**Placement by cell class**

Fill, decap, tap and diode cells in gray.
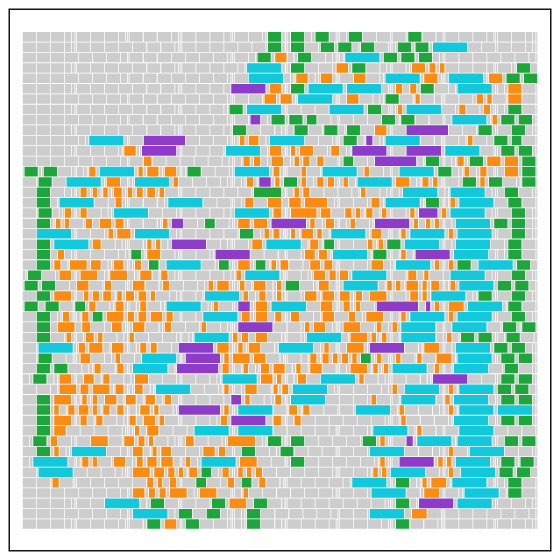
**Pin placement**

Pins as bars across the die edge, other pins in gray.
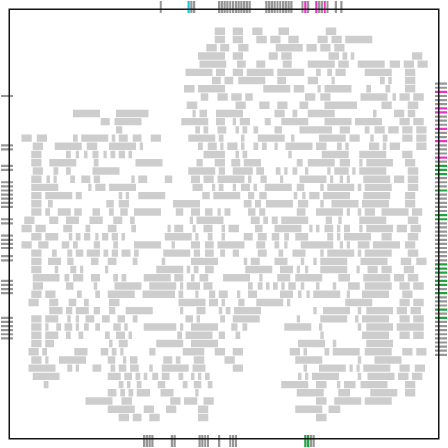
**Metal layers overlaid**

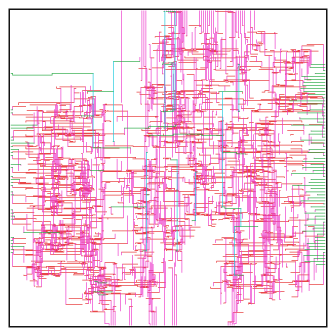
**Clock wires, drivers and flops**

The bar under the picture is 50 um long.
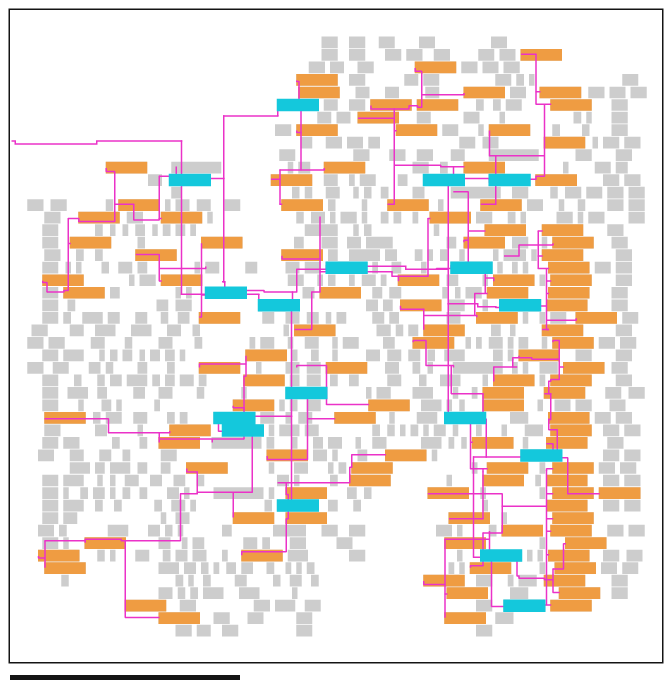
### src/rtl/cim_pkg.sv
// rtl/cim_pkg.sv - shared types and helpers for the cim_row_sched column sequencer.
package cim_pkg;

  typedef enum logic [2:0] {
    ST_IDLE,
    ST_LOAD,
    ST_COMPUTE,
    ST_DRAIN,
    ST_OUT
  } state_t;

  localparam logic MODE_LOAD    = 1'b0;
  localparam logic MODE_COMPUTE = 1'b1;

  // Product width of two cell words once the metadata LSB is stripped from each.
  function automatic int prod_w(input int data_width);
    return 2 * (data_width - 1);
  endfunction

endpackage

### src/rtl/cim_col_acc.sv
// rtl/cim_col_acc.sv - column-sum accumulator and received-result counter.
// CIM_ROW_SCHED_SAT_EN selects a saturating sum with a sticky acc_sat flag; default wraps.
module cim_col_acc #(
  parameter int PROD_W    = 16,
  parameter int ACC_WIDTH = 24,
  parameter int ROW_W     = 5
) (
  input  logic                 clk,
  input  logic                 rst_n,
  input  logic                 i_clear,
  input  logic                 i_add,
  input  logic [PROD_W-1:0]    i_value,
  output logic [ACC_WIDTH-1:0] o_acc,
`ifdef CIM_ROW_SCHED_SAT_EN
  output logic                 o_sat,
`endif
  output logic [ROW_W-1:0]     o_received_next
);

  logic [ACC_WIDTH-1:0] r_acc;
  logic [ROW_W-1:0]     r_received;

  // The scheduler compares against the post-add count so a result landing on the check cycle counts.
  assign o_received_next = i_add ? (r_received + ROW_W'(1)) : r_received;
  assign o_acc           = r_acc;

`ifdef CIM_ROW_SCHED_SAT_EN
  logic                 r_sat;
  logic [ACC_WIDTH:0]   w_sum;

  assign w_sum = {1'b0, r_acc} + (ACC_WIDTH + 1)'(i_value);
  assign o_sat = r_sat;

  always_ff @(posedge clk or negedge rst_n) begin
    if (!rst_n) begin
      r_acc      <= '0;
      r_received <= '0;
      r_sat      <= 1'b0;
    end else if (i_clear) begin
      r_acc      <= '0;
      r_received <= '0;
      r_sat      <= 1'b0;
    end else if (i_add) begin
      r_received <= r_received + ROW_W'(1);
      if (w_sum[ACC_WIDTH]) begin
        r_acc <= '1;
        r_sat <= 1'b1;
      end else begin
        r_acc <= w_sum[ACC_WIDTH-1:0];
      end
    end
  end
`else
  logic [ACC_WIDTH-1:0] w_sum;

  assign w_sum = r_acc + ACC_WIDTH'(i_value);

  always_ff @(posedge clk or negedge rst_n) begin
    if (!rst_n) begin
      r_acc      <= '0;
      r_received <= '0;
    end else if (i_clear) begin
      r_acc      <= '0;
      r_received <= '0;
    end else if (i_add) begin
      r_received <= r_received + ROW_W'(1);
      r_acc      <= w_sum;
    end
  end
`endif

endmodule

### src/rtl/cim_row_sched.sv
// rtl/cim_row_sched.sv - LOAD/COMPUTE sequencer for one column of cim_cell rows.
// Macro CIM_ROW_SCHED_SAT_EN adds a saturating accumulator and the acc_sat output.
module cim_row_sched
  import cim_pkg::*;
#(
  parameter int  DATA_WIDTH = 9,
  parameter int  NUM_ROWS   = 16,
  parameter int  ACC_WIDTH  = 24,
  localparam int ROW_W      = $clog2(NUM_ROWS + 1),
  localparam int PROD_W     = prod_w(DATA_WIDTH)
) (
  input  logic                  clk,
  input  logic                  rst_n,
  input  logic                  cmd_start,
  input  logic                  cmd_mode,
  input  logic [ROW_W-1:0]      cmd_rows,
  input  logic                  w_valid,
  output logic                  w_ready,
  input  logic [DATA_WIDTH-1:0] w_data,
  input  logic                  a_valid,
  output logic                  a_ready,
  input  logic [DATA_WIDTH-1:0] a_data,
  input  logic [DATA_WIDTH-1:0] a_data_n,
  output logic [NUM_ROWS-1:0]   cell_en,
  output logic [NUM_ROWS-1:0]   cell_write_en,
  output logic [NUM_ROWS-1:0]   cell_sel,
  output logic [DATA_WIDTH-1:0] data_line,
  output logic [DATA_WIDTH-1:0] data_line_n,
  input  logic                  cell_valid,
  input  logic [PROD_W-1:0]     cell_result,
  output logic                  acc_valid,
  input  logic                  acc_ready,
  output logic [ACC_WIDTH-1:0]  acc_data,
`ifdef CIM_ROW_SCHED_SAT_EN
  output logic                  acc_sat,
`endif
  output logic                  busy,
  output logic                  done
);

  state_t                r_state;
  logic [ROW_W-1:0]      r_n;
  logic [ROW_W-1:0]      r_row;
  logic                  r_w_ready;
  logic                  r_a_ready;
  logic                  r_acc_valid;
  logic                  r_done;
  logic                  r_done_pend;
  logic [NUM_ROWS-1:0]   r_cell_en;
  logic [NUM_ROWS-1:0]   r_cell_write_en;
  logic [NUM_ROWS-1:0]   r_cell_sel;
  logic [DATA_WIDTH-1:0] r_data_line;
  logic [DATA_WIDTH-1:0] r_data_line_n;

  logic [ROW_W-1:0]      w_n_req;
  logic [ROW_W-1:0]      w_received_next;
  logic [NUM_ROWS-1:0]   w_row_onehot;
  logic                  w_w_fire;
  logic                  w_a_fire;
  logic                  w_last_beat;
  logic                  w_clear;
  logic                  w_add;

  assign w_n_req      = (cmd_rows > ROW_W'(NUM_ROWS)) ? ROW_W'(NUM_ROWS) : cmd_rows;
  assign w_row_onehot = NUM_ROWS'(1) << r_row;
  assign w_w_fire     = w_valid && r_w_ready;
  assign w_a_fire     = a_valid && r_a_ready;
  assign w_last_beat  = (r_row + ROW_W'(1)) == r_n;
  assign w_clear      = (r_state == ST_IDLE) && cmd_start;
  assign w_add        = cell_valid && ((r_state == ST_COMPUTE) || (r_state == ST_DRAIN));

  assign w_ready       = r_w_ready;
  assign a_ready       = r_a_ready;
  assign acc_valid     = r_acc_valid;
  assign cell_en       = r_cell_en;
  assign cell_write_en = r_cell_write_en;
  assign cell_sel      = r_cell_sel;
  assign data_line     = r_data_line;
  assign data_line_n   = r_data_line_n;
  assign busy          = (r_state != ST_IDLE);
  assign done          = r_done;

  cim_col_acc #(
    .PROD_W    (PROD_W),
    .ACC_WIDTH (ACC_WIDTH),
    .ROW_W     (ROW_W)
  ) u_col_acc (
    .clk             (clk),
    .rst_n           (rst_n),
    .i_clear         (w_clear),
    .i_add           (w_add),
    .i_value         (cell_result),
    .o_acc           (acc_data),
`ifdef CIM_ROW_SCHED_SAT_EN
    .o_sat           (acc_sat),
`endif
    .o_received_next (w_received_next)
  );

  always_ff @(posedge clk or negedge rst_n) begin
    if (!rst_n) begin
      r_state         <= ST_IDLE;
      r_n             <= '0;
      r_row           <= '0;
      r_w_ready       <= 1'b0;
      r_a_ready       <= 1'b0;
      r_acc_valid     <= 1'b0;
      r_done          <= 1'b0;
      r_done_pend     <= 1'b0;
      r_cell_en       <= '0;
      r_cell_write_en <= '0;
      r_cell_sel      <= '0;
      r_data_line     <= '0;
      r_data_line_n   <= '0;
    end else begin
      r_cell_en       <= '0;
      r_cell_write_en <= '0;
      r_cell_sel      <= '0;
      // A finished LOAD reports done one cycle after its last write strobe.
      r_done          <= r_done_pend;
      r_done_pend     <= 1'b0;

      case (r_state)
        ST_IDLE: begin
          if (cmd_start) begin
            r_n   <= w_n_req;
            r_row <= '0;
            if (cmd_mode == MODE_LOAD) begin
              if (w_n_req == '0) begin
                r_done <= 1'b1;
              end else begin
                r_state   <= ST_LOAD;
                r_w_ready <= 1'b1;
              end
            end else begin
              if (w_n_req == '0) begin
                r_state     <= ST_OUT;
                r_acc_valid <= 1'b1;
              end else begin
                r_state   <= ST_COMPUTE;
                r_a_ready <= 1'b1;
              end
            end
          end
        end

        ST_LOAD: begin
          if (w_w_fire) begin
            r_cell_en       <= w_row_onehot;
            r_cell_write_en <= w_row_onehot;
            r_data_line     <= w_data;
            r_data_line_n   <= '0;
            r_row           <= r_row + ROW_W'(1);
            if (w_last_beat) begin
              r_w_ready   <= 1'b0;
              r_state     <= ST_IDLE;
              r_done_pend <= 1'b1;
            end
          end
        end

        ST_COMPUTE: begin
          if (w_a_fire) begin
            r_cell_en     <= w_row_onehot;
            r_cell_sel    <= w_row_onehot;
            r_data_line   <= a_data;
            r_data_line_n <= a_data_n;
            r_row         <= r_row + ROW_W'(1);
            if (w_last_beat) begin
              r_a_ready <= 1'b0;
              r_state   <= ST_DRAIN;
            end
          end
        end

        ST_DRAIN: begin
          if (w_received_next == r_n) begin
            r_state     <= ST_OUT;
            r_acc_valid <= 1'b1;
          end
        end

        ST_OUT: begin
          if (acc_ready) begin
            r_acc_valid <= 1'b0;
            r_done      <= 1'b1;
            r_state     <= ST_IDLE;
          end
        end

        default: r_state <= ST_IDLE;
      endcase
    end
  end

endmodule

### config.mk
export PLATFORM = sky130hd
export DESIGN_NAME = cim_row_sched
export DESIGN_NICKNAME = d
export VERILOG_FILES = /design/src/rtl/cim_pkg.sv /design/src/rtl/cim_col_acc.sv /design/src/rtl/cim_row_sched.sv
export SDC_FILE = /design/constraint.sdc
export NUM_CORES = 1
export LEC_CHECK = 0
export ABC_AREA = 0
export CAP_MARGIN = 10
export CELL_PAD_IN_SITES_DETAIL_PLACEMENT = 1
export CELL_PAD_IN_SITES_GLOBAL_PLACEMENT = 2
export CORE_MARGIN = 3
export CORE_UTILIZATION = 29
export DETAILED_ROUTE_END_ITERATION = 8
export PLACE_DENSITY = 0.86
export SLEW_MARGIN = 0
export SYNTH_ARGS = -nofsm -noshare
export SYNTH_HDL_FRONTEND = slang
export SYNTH_SLANG_ARGS = --single-unit
### constraint.sdc
create_clock -name clk -period 2.9 [get_ports clk]
set_input_delay 0.58 -clock clk [delete_from_list [all_inputs] [get_ports clk]]
set_output_delay 0.58 -clock clk [all_outputs]
set_load 0.03 [all_outputs]
==> Flow_metrics.wiki <==
=== Synthesis and place and route ===
{| class="wikitable"
! Metric !! Value
|-
| Maximum buffer depth of the clock tree || 2
|-
| Clock tree from TritonCTS || yes
|-
| Reg-to-Reg Start || u_col_acc.o_acc[0]
|-
| Logic area || 2360 um2
|-
| Antenna cell count || 0
|-
| Area leader, netlist || dfrtp_1
|-
| Storage element area || 2830 um2
|-
| Most repeated cell in the gate-level netlist after synthesis || dfrtp_1
|-
| Worst Setup End Kind || output port
|-
| Crit Path Class || flop to output port
|-
| Class of the worst hold path || input port to asynchronous set/reset pin
|-
| Cell-by-cell trace of the critical path || nor2_1 -> nand2_1 -> clkdlybuf4s50_1
|-
| Total power || 6.28 mW
|-
| Floorplan die area || 20,100 um2
|-
| Final number of setup-violating endpoints || 0
|-
| Endpoint of the most critical setup path || busy
|-
| Detailed-route wire length per cell || 17.0 um
|-
| Mean instance size in the synthesized netlist || 10.3 um2
|-
| Biggest area contributors in the synthesized netlist || dfrtp_1 53%, ha_1 5.4%, nand2_1 4.5%
|-
| Synth Net Count || 598
|-
| Clock input transition at the sequential cells of the worst setup and hold paths || 0.05 ns
|-
| Routed vias || 4,578
|-
| DRT Pass-1 Iters || 5
|-
| Outcome || completed
|-
| IO buf count || 150
|-
| Number of levels the H-tree was split into || 4
|-
| Ys flop type || dfrtp_1
|-
| Die X-Extent || 142 um
|-
| Unrepaired setup endpoints after global routing || no
|-
| Maximum single-stage delay on the critical path || 0.69 ns
|-
| Largest vdd supply drop || 0.466 mV
|-
| Core utilization at floorplan || 0.302
|-
| Minimum setup slack among reg-to-reg paths || 0.57 ns
|-
| Summed standard-cell area reported by yosys || 5340 um2
|-
| Synth Register Bits || 113
|-
| Tool warning count || 30
|-
| Vertical die dimension || 142 um
|-
| Antenna violations before repair || 0
|-
| GRT Resource Usage Total || 0.162
|-
| Number of synthesis warnings || 0
|-
| Sink count of the clock tree || 113
|-
| Clock root buffer || clkbuf_16
|-
| Final max-slew violation count || 0
|-
| Yosys Instances || 518
|-
| Number of top-level design ports || 151
|-
| Largest net degree at the start of global routing || 48
|-
| Worst setup startpoint || r_state[2]
|-
| Number of flops mapped to enable cells by yosys || 0
|-
| Highest-delay cell along the critical path || clkdlybuf4s50_1
|-
| Synth top area share || 0.530
|-
| Count of endpoints failing hold in the final timing report || 0
|-
| R2R depth || 11
|-
| Final net count || 764
|-
| Antenna Nets Post-Route || 0
|-
| Data arrival at the endpoint of the critical path || 2.00 ns
|-
| Worst slew margin relative to its limit || 0.542
|-
| Summed instance area of the synthesized netlist || 5340 um2
|-
| FFs w/ async S/R, synth || 1.00
|-
| Number of unique standard cell types used by synthesis || 58
|-
| Number of buffers inserted by post-CTS setup repair || 0
|-
| Worst clock skew || 0.00762 ns
|-
| Post-detailed-route DRC marker count || 0
|-
| Required arrival time at the worst endpoint || 2.32 ns
|-
| Area post-placement || 7150 um2
|-
| Top cells by count, synth || 113 x dfrtp_1, 64 x nand2_1, 58 x nor2_1
|-
| Number of global-route vias before repair || 5,050
|-
| Iteration-0 DRC count of the detailed router || 121
|-
| Fill cell total of the finished layout || 1,954
|-
| Post-detail-place hpwl || 11.7 mm
|-
| Wire length of the first global-routing pass || 26.1 mm
|-
| Fraction of final layout cells sized beyond drive strength 1 || 0.0890
|-
| Vias per inst || 4.97
|-
| Total power per unit cell area || 803 nW/um2
|-
| TritonCTS buffer count || 17
|-
| Final core area utilization || 0.443
|-
| Worst-skew pair later-pin latency || 0.41 ns
|-
| Cells resized by post-CTS repair || 0
|}
Notes on 'placement by cell class' above:
all other logic -> orange  # cells 387
other buffers and delay cells -> green  # cells 165
flip-flops -> cyan  # cells 113
clock drivers and dummy loads -> purple  # cells 32

Notes on 'pin placement' above:
acc_ready -> cyan  # pins 1, direction input, edge north
w_data -> magenta  # pins 9, direction input, edge 6 east, 3 north
cell_sel -> green  # pins 16, direction output, edge 14 east, 2 south
all pins by edge = 67 east, 36 north, 30 west, 18 south

Notes on 'metal layers overlaid' above:
met4 -> cyan  # wire length 396 um
met2 -> magenta  # wire length 7,830 um
met3 -> green  # wire length 785 um
met1 -> red  # wire length 6,650 um

Notes on 'clock wires, drivers and flops' above:
flip-flops -> orange  # count 113
cells driving clock nets -> cyan  # count 17
clock wires -> magenta  # length 1,560 um
flops lie = widely spread
routed clock nets = 18

-- power by group --
part	switching, mW	internal, mW
logic	1.09	0.868
clock network	0.746	1.64
registers	0.186	1.76
total	2.02	4.26
-- critical path: cells and delay by family, from the launching register on --
family	cells	cell delay, ns
and+or+nand+nor	2	0.27
DFF	1	0.63
buffers and inverters	1	0.69
-- layout make-up --
type	count	share of cell area
multi-input combinational	372	0.302
clock inverter	13	0.0296
timing repair buffer	165	0.208
clock buffer	19	0.0566
tap	225	0.0360
inverter	15	0.00720
sequential	113	0.361
-- state kept, by name, summed over array words and instances, names as in the netlist --
| register | count |
|---|---|
| acc_valid | 1 |
| u_col_acc.o_acc | 24 |
| cell_write_en | 16 |
| u_col_acc.r_received | 5 |
| r_n | 5 |
| cell_sel | 16 |
| r_row | 5 |
| data_line | 9 |
| done | 1 |
| r_state | 3 |
| data_line_n | 9 |
| w_ready | 1 |
| cell_en | 16 |
| a_ready | 1 |
| r_done_pend | 1 |
-- per-stage QoR --
step           std cells  setup slack, ns
2_1_floorplan        518            0.528
3_3_place_gp         890          -0.0754
3_5_place_dp         890           -0.117
4_1_cts              922            0.277
5_1_grt              922            0.123
6_report             922            0.320
-- metal layers --
metal	global-route usage	vias to the layer above	part of all wire
li1	-	2132	-
met1	0.198	2270	0.42
met2	0.280	145	0.50
met3	0.0337	31	0.050
met4	0.0662	0	0.025
met5	0	-	0
-- cells by family after synthesis --
kind of cell    share of synthesized area
fa+ha+maj                          0.0577
flops                               0.530
buf+inv                            0.0295
xor+xnor                           0.0492
compound gates                      0.124
simple gates                        0.183
mux                                0.0262
-- layout by cell type, fill, tap and decap left out, types with 7 or more instances in the layout --
cell type	count
nand3_1	21
a21oi_1	18
o21ai_0	40
buf_4	15
mux2i_1	14
clkdlybuf4s50_1	149
dfrtp_1	113
inv_1	14
xnor2_1	10
clkbuf_16	17
nand4_1	7
nor2_1	58
nand2b_1	9
ha_1	23
xor2_1	20
nand2_1	64
a22o_1	9
-- worst min path at each step --
stage / start / cells past startpoint / to / slack (ns)
final: rst_n / 1 / data_line_n[0] / 0.16
after global routing: rst_n / 1 / cell_en[8] / 0.19
after CTS: rst_n / 1 / data_line_n[0] / 0.16
after detailed placement: data_line[4] / 2 / data_line[4] / 0.48
after global placement: data_line[7] / 2 / data_line[7] / 0.46
after floorplan: rst_n / 0 / a_ready / 0.28
Power is estimated from default activity; no workload was simulated.
